M1 wires:
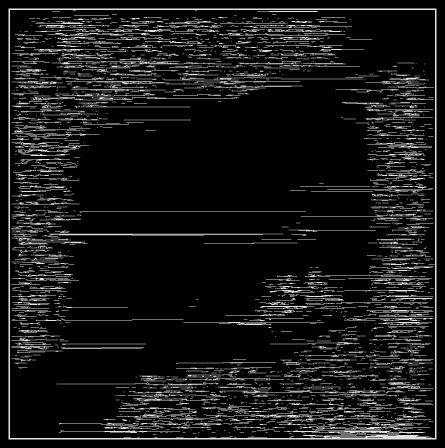
Metal 2:
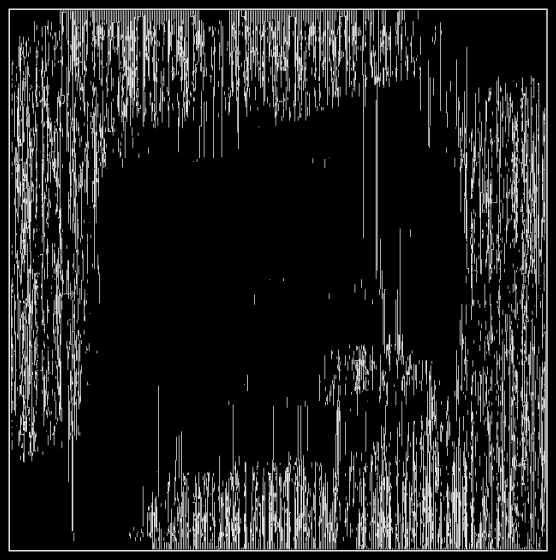
Metal 3:
Bar = 100 µm.
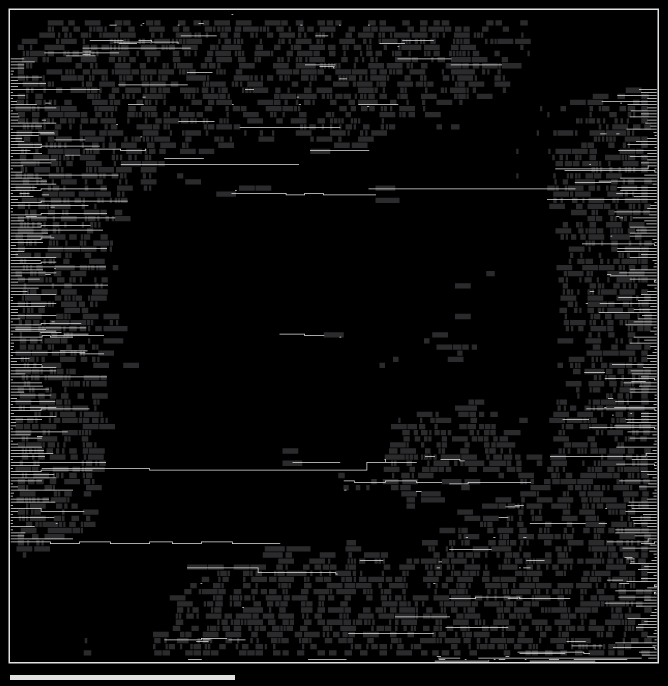
`config.mk`:
```
export PLATFORM = sky130hd
export DESIGN_NAME = mem_port_arbiter
export DESIGN_NICKNAME = d
export VERILOG_FILES = /design/src/rtl/mem_port_arbiter.sv
export SDC_FILE = /design/constraint.sdc
export NUM_CORES = 1
export LEC_CHECK = 0
export CORE_AREA = 2 2 286 288
export CTS_CLUSTER_SIZE = 25
export DETAILED_ROUTE_END_ITERATION = 12
export DIE_AREA = 0 0 288 290
export SYNTH_ARGS = -nofsm -noshare
export SYNTH_HDL_FRONTEND = slang
export SYNTH_SLANG_ARGS = --single-unit
```
`constraint.sdc`:
```
create_clock -name CLK -period 1.9 [get_ports CLK]
set_input_delay 0.38 -clock CLK [delete_from_list [all_inputs] [get_ports CLK]]
set_output_delay 0.38 -clock CLK [all_outputs]
set_load 0.02 [all_outputs]
```
`src/rtl/mem_port_arbiter.sv`:
```
// mem_port_arbiter: shares one block-wide backing-memory port between the
// instruction cache and the data cache. One 128-bit block transaction is in
// flight at a time; the winner's address/data/op are latched on grant.
// A watchdog flags a memory that stays busy too long within a single grant.
// Optional feature macro: ARB_ROUND_ROBIN_EN
//   undefined: fixed priority, the data cache wins simultaneous requests.
//   defined:   on simultaneous requests, the port not served last wins.
module mem_port_arbiter #(
    parameter int ADDR_WIDTH     = 28,
    parameter int BLOCK_WIDTH    = 128,
    parameter int TIMEOUT_CYCLES = 255
) (
    input  logic                   CLK,
    input  logic                   RESET,
    input  logic                   INST_MEM_READ,
    input  logic [ADDR_WIDTH-1:0]  INST_MEM_ADDRESS,
    output logic [BLOCK_WIDTH-1:0] INST_MEM_READDATA,
    output logic                   INST_MEM_BUSYWAIT,
    input  logic                   DATA_MEM_READ,
    input  logic                   DATA_MEM_WRITE,
    input  logic [ADDR_WIDTH-1:0]  DATA_MEM_ADDRESS,
    input  logic [BLOCK_WIDTH-1:0] DATA_MEM_WRITEDATA,
    output logic [BLOCK_WIDTH-1:0] DATA_MEM_READDATA,
    output logic                   DATA_MEM_BUSYWAIT,
    output logic                   MEM_READ,
    output logic                   MEM_WRITE,
    output logic [ADDR_WIDTH-1:0]  MEM_ADDRESS,
    output logic [BLOCK_WIDTH-1:0] MEM_WRITEDATA,
    input  logic [BLOCK_WIDTH-1:0] MEM_READDATA,
    input  logic                   MEM_BUSYWAIT,
    output logic                   TIMEOUT_ERR
);

    localparam logic [7:0] TIMEOUT_CNT = 8'(TIMEOUT_CYCLES);

    typedef enum logic [2:0] {
        IDLE,
        GRANT_I,
        GRANT_D,
        DONE_I,
        DONE_D
    } state_t;

    state_t state;
    state_t state_next;

    logic                   inst_req;
    logic                   data_req;
    logic                   pick_data;
    logic                   in_grant;
    logic                   grant_start;
    logic                   grant_done;
    logic                   first_cycle;
    logic                   op_write;
    logic [ADDR_WIDTH-1:0]  addr_q;
    logic [BLOCK_WIDTH-1:0] wdata_q;
    logic [BLOCK_WIDTH-1:0] inst_rdata;
    logic [BLOCK_WIDTH-1:0] data_rdata;
    logic [7:0]             wd_count;
    logic                   timeout_q;

    assign inst_req = INST_MEM_READ;
    assign data_req = DATA_MEM_READ | DATA_MEM_WRITE;
    assign in_grant = (state == GRANT_I) || (state == GRANT_D);

    // The memory may not have registered the strobe yet in the first grant
    // cycle, so its busywait is only trusted from the second cycle on.
    assign grant_done  = in_grant && !first_cycle && !MEM_BUSYWAIT;
    assign grant_start = (state == IDLE) && (state_next != IDLE);

`ifdef ARB_ROUND_ROBIN_EN
    logic last_data;

    // Record which port completed most recently; reset points at DATA so the first tie goes to inst.
    always_ff @(posedge CLK) begin
        if (!RESET) begin
            last_data <= 1'b1;
        end else if (state == DONE_D) begin
            last_data <= 1'b1;
        end else if (state == DONE_I) begin
            last_data <= 1'b0;
        end
    end

    // Round-robin winner select: ties go to the port not served last.
    always_comb begin
        pick_data = data_req && (!inst_req || !last_data);
    end
`else
    // Fixed-priority winner select: the data cache wins ties.
    always_comb begin
        pick_data = data_req;
    end
`endif

    // FSM state register.
    always_ff @(posedge CLK) begin
        if (!RESET) begin
            state <= IDLE;
        end else begin
            state <= state_next;
        end
    end

    // FSM next-state: arbitrate only in IDLE, leave GRANT on completion, DONE lasts one cycle.
    always_comb begin
        state_next = state;
        case (state)
            IDLE: begin
                if (pick_data) begin
                    state_next = GRANT_D;
                end else if (inst_req) begin
                    state_next = GRANT_I;
                end
            end
            GRANT_I: begin
                if (grant_done) begin
                    state_next = DONE_I;
                end
            end
            GRANT_D: begin
                if (grant_done) begin
                    state_next = DONE_D;
                end
            end
            DONE_I:  state_next = IDLE;
            DONE_D:  state_next = IDLE;
            default: state_next = IDLE;
        endcase
    end

    // Latch the winner's address, write block and operation when a grant starts.
    always_ff @(posedge CLK) begin
        if (!RESET) begin
            addr_q      <= '0;
            wdata_q     <= '0;
            op_write    <= 1'b0;
            first_cycle <= 1'b0;
        end else begin
            first_cycle <= grant_start;
            if (state == IDLE) begin
                if (pick_data) begin
                    addr_q   <= DATA_MEM_ADDRESS;
                    wdata_q  <= DATA_MEM_WRITEDATA;
                    op_write <= DATA_MEM_WRITE;
                end else if (inst_req) begin
                    addr_q   <= INST_MEM_ADDRESS;
                    op_write <= 1'b0;
                end
            end
        end
    end

    // Capture the returned block into the granted port's readdata register on read completion.
    always_ff @(posedge CLK) begin
        if (!RESET) begin
            inst_rdata <= '0;
            data_rdata <= '0;
        end else if (grant_done && !op_write) begin
            if (state == GRANT_I) begin
                inst_rdata <= MEM_READDATA;
            end else begin
                data_rdata <= MEM_READDATA;
            end
        end
    end

    // Watchdog: count busy cycles within one grant (saturating); the error flag is sticky.
    always_ff @(posedge CLK) begin
        if (!RESET) begin
            wd_count  <= '0;
            timeout_q <= 1'b0;
        end else begin
            if (wd_count == TIMEOUT_CNT) begin
                timeout_q <= 1'b1;
            end
            if (grant_start) begin
                wd_count <= '0;
            end else if (in_grant && MEM_BUSYWAIT && (wd_count != 8'hFF)) begin
                wd_count <= wd_count + 8'd1;
            end
        end
    end

    assign MEM_READ      = in_grant && !op_write;
    assign MEM_WRITE     = (state == GRANT_D) && op_write;
    assign MEM_ADDRESS   = addr_q;
    assign MEM_WRITEDATA = wdata_q;

    assign INST_MEM_READDATA = inst_rdata;
    assign DATA_MEM_READDATA = data_rdata;

    // Stall a requesting port everywhere except its own DONE cycle; held low while in reset.
    assign INST_MEM_BUSYWAIT = RESET && inst_req && (state != DONE_I);
    assign DATA_MEM_BUSYWAIT = RESET && data_req && (state != DONE_D);

    assign TIMEOUT_ERR = timeout_q;

endmodule
```
==> deck_impl_summary.md <==
Flow Results at a Glance

Pwr
  • Overall power consumption: between 20 and 25 mW
  • Power density over cell area: approximately 900 nW/µm²

Finish
  • Non-clk invs: 2
  • Number of signal-net buffers in the layout: 845
  • Portion of the layout cell area used by non-clock buffers: approximately a third
  • Multi-input logic portion of the cell area: 23.3%
  • Fraction of final layout cells with drive strength greater than 1: a little under a tenth
  • Final #Nets: approximately 3,000
  • Layout overhead on the synthesized area: 70.0%
  • Largest cell class by area: sequential cells
  • Flop share of the area: ~33%
  • Count of sequential standard cells: roughly 430

Global routing
  • GR Layer Usage met3: 5.07%
  • Remaining Overflow, GRT: 0
  • Pin count of the biggest net entering global routing: 133
  • Number of antenna violations at the first check in global routing: 7
  • Global-route met2 utilization: approximately 25%

STA
  • RSZ-0062 raised after global routing: true
  • Worst Tran Pin Value: between 0.7 and 0.8 ns
  • Highest attainable clock frequency: a little over 500 MHz
  • Worst rel slew slack: about half
  • Final setup margin: -0.0292 ns
  • Slew Limit Fails: 0
  • Crit path time final: 1.93 ns
  • Setup-failing EPs final: 2
  • Final hold slack: ~0.23 ns

CTS
  • Clock input transition at the sequential cells of the worst setup and hold paths: 0.06 ns
  • Maximum count of clock buffers along a single path: 3
  • Num CTS Buffers: 51
  • Number of H-tree levels: 2

Synth
  • Area share of xor/xnor cells in the synthesized design: less than 1%
  • Yosys warns: 0
  • Count of different cell masters after synthesis: ~40
  • Sequential share of the synthesized area: a little under three fifths
  • Average footprint of a synthesized cell: between 7 and 8 µm²
  • Top cells by area: dfxtp_1 (56%), nand2_1 (21%), a21oi_1 (13%)
  • Synth Instances: about 1,900
  • List of most frequent post-synthesis cells: nand2_1 (830), dfxtp_1 (426), a21oi_1 (388)
  • Total cells reported by yosys after synthesis: ~1,900

Routing
  • Mean number of vias per cell: 4.13
  • Average wire per cell in the routed design: ~17 µm
  • Initial DRT Pass Iterations: 6
  • Routed length on met3: a little under 6000 µm
  • Met2 wire length: between 30,000 and 40,000 µm

Setup path
  • Worst Path Max Fanout: 5
  • R2R setup slack: 0 ns
  • Length in cells of the worst reg-to-reg path: 8
  • Worst setup path category: reg2out
  • Launching element of the worst setup path: state[0]

Placement
  • Worst-case setup slack after placement: -0.571 ns
  • Last weighted congestion value of the routability-driven placer: 0.871

Run status
  • Failing checks: negative setup slack
  • Outcome: finished with violations

Floorplan
  • Fp util: about a fifth

Worst hold path
  • Worst Hold Path EP: state[0]
-- 'M1 wires' (at the start) --
- longest straight run: 159 µm
- share of all routed wire: 38%
met1 Resource Use GR: 15.8%
Via Count: 15,530
total routed wirelength: 63,300 µm

-- 'metal 2' (at the start) --
- share of all routed wire: 49%
- nets with wire on the layer: 2,427

-- 'metal 3' (at the start) --
- longest straight run: 96.6 µm
- nets with wire on the layer: 416
- share of all routed wire: 9.3%
- main direction: horizontal
- wire length on this layer: 5,870 µm

-- power by group --
group | internal (mW) | switching, mW
Clock | 6.11 | 4.07
Sequential | 9.41 | 0.226
Combinational | 1.76 | 2.19
-- flip-flops by register name (all words and copies together), names as in the netlist --
register	cells
DATA_MEM_READDATA	128
INST_MEM_READDATA	128
MEM_WRITEDATA	128
MEM_ADDRESS	28
wd_count	8
state	3
TIMEOUT_ERR	1
first_cycle	1
op_write	1
-- what timing repair did --
item                                    4_1_cts  5_1_grt
pin swaps                                     3       28
endpoints found under the setup margin      433       76
gates resized                               449       39
setup buffers                                 6        5
cloned                                        1        3
-- worst max-delay path, stage by stage (launching register included) --
cell and delay (ns):
dfxtp_2 0.36, buf_6 0.15, xor2_4 0.15, and2_4 0.17, buf_6 0.13
Power and IR drop assume default switching activity.
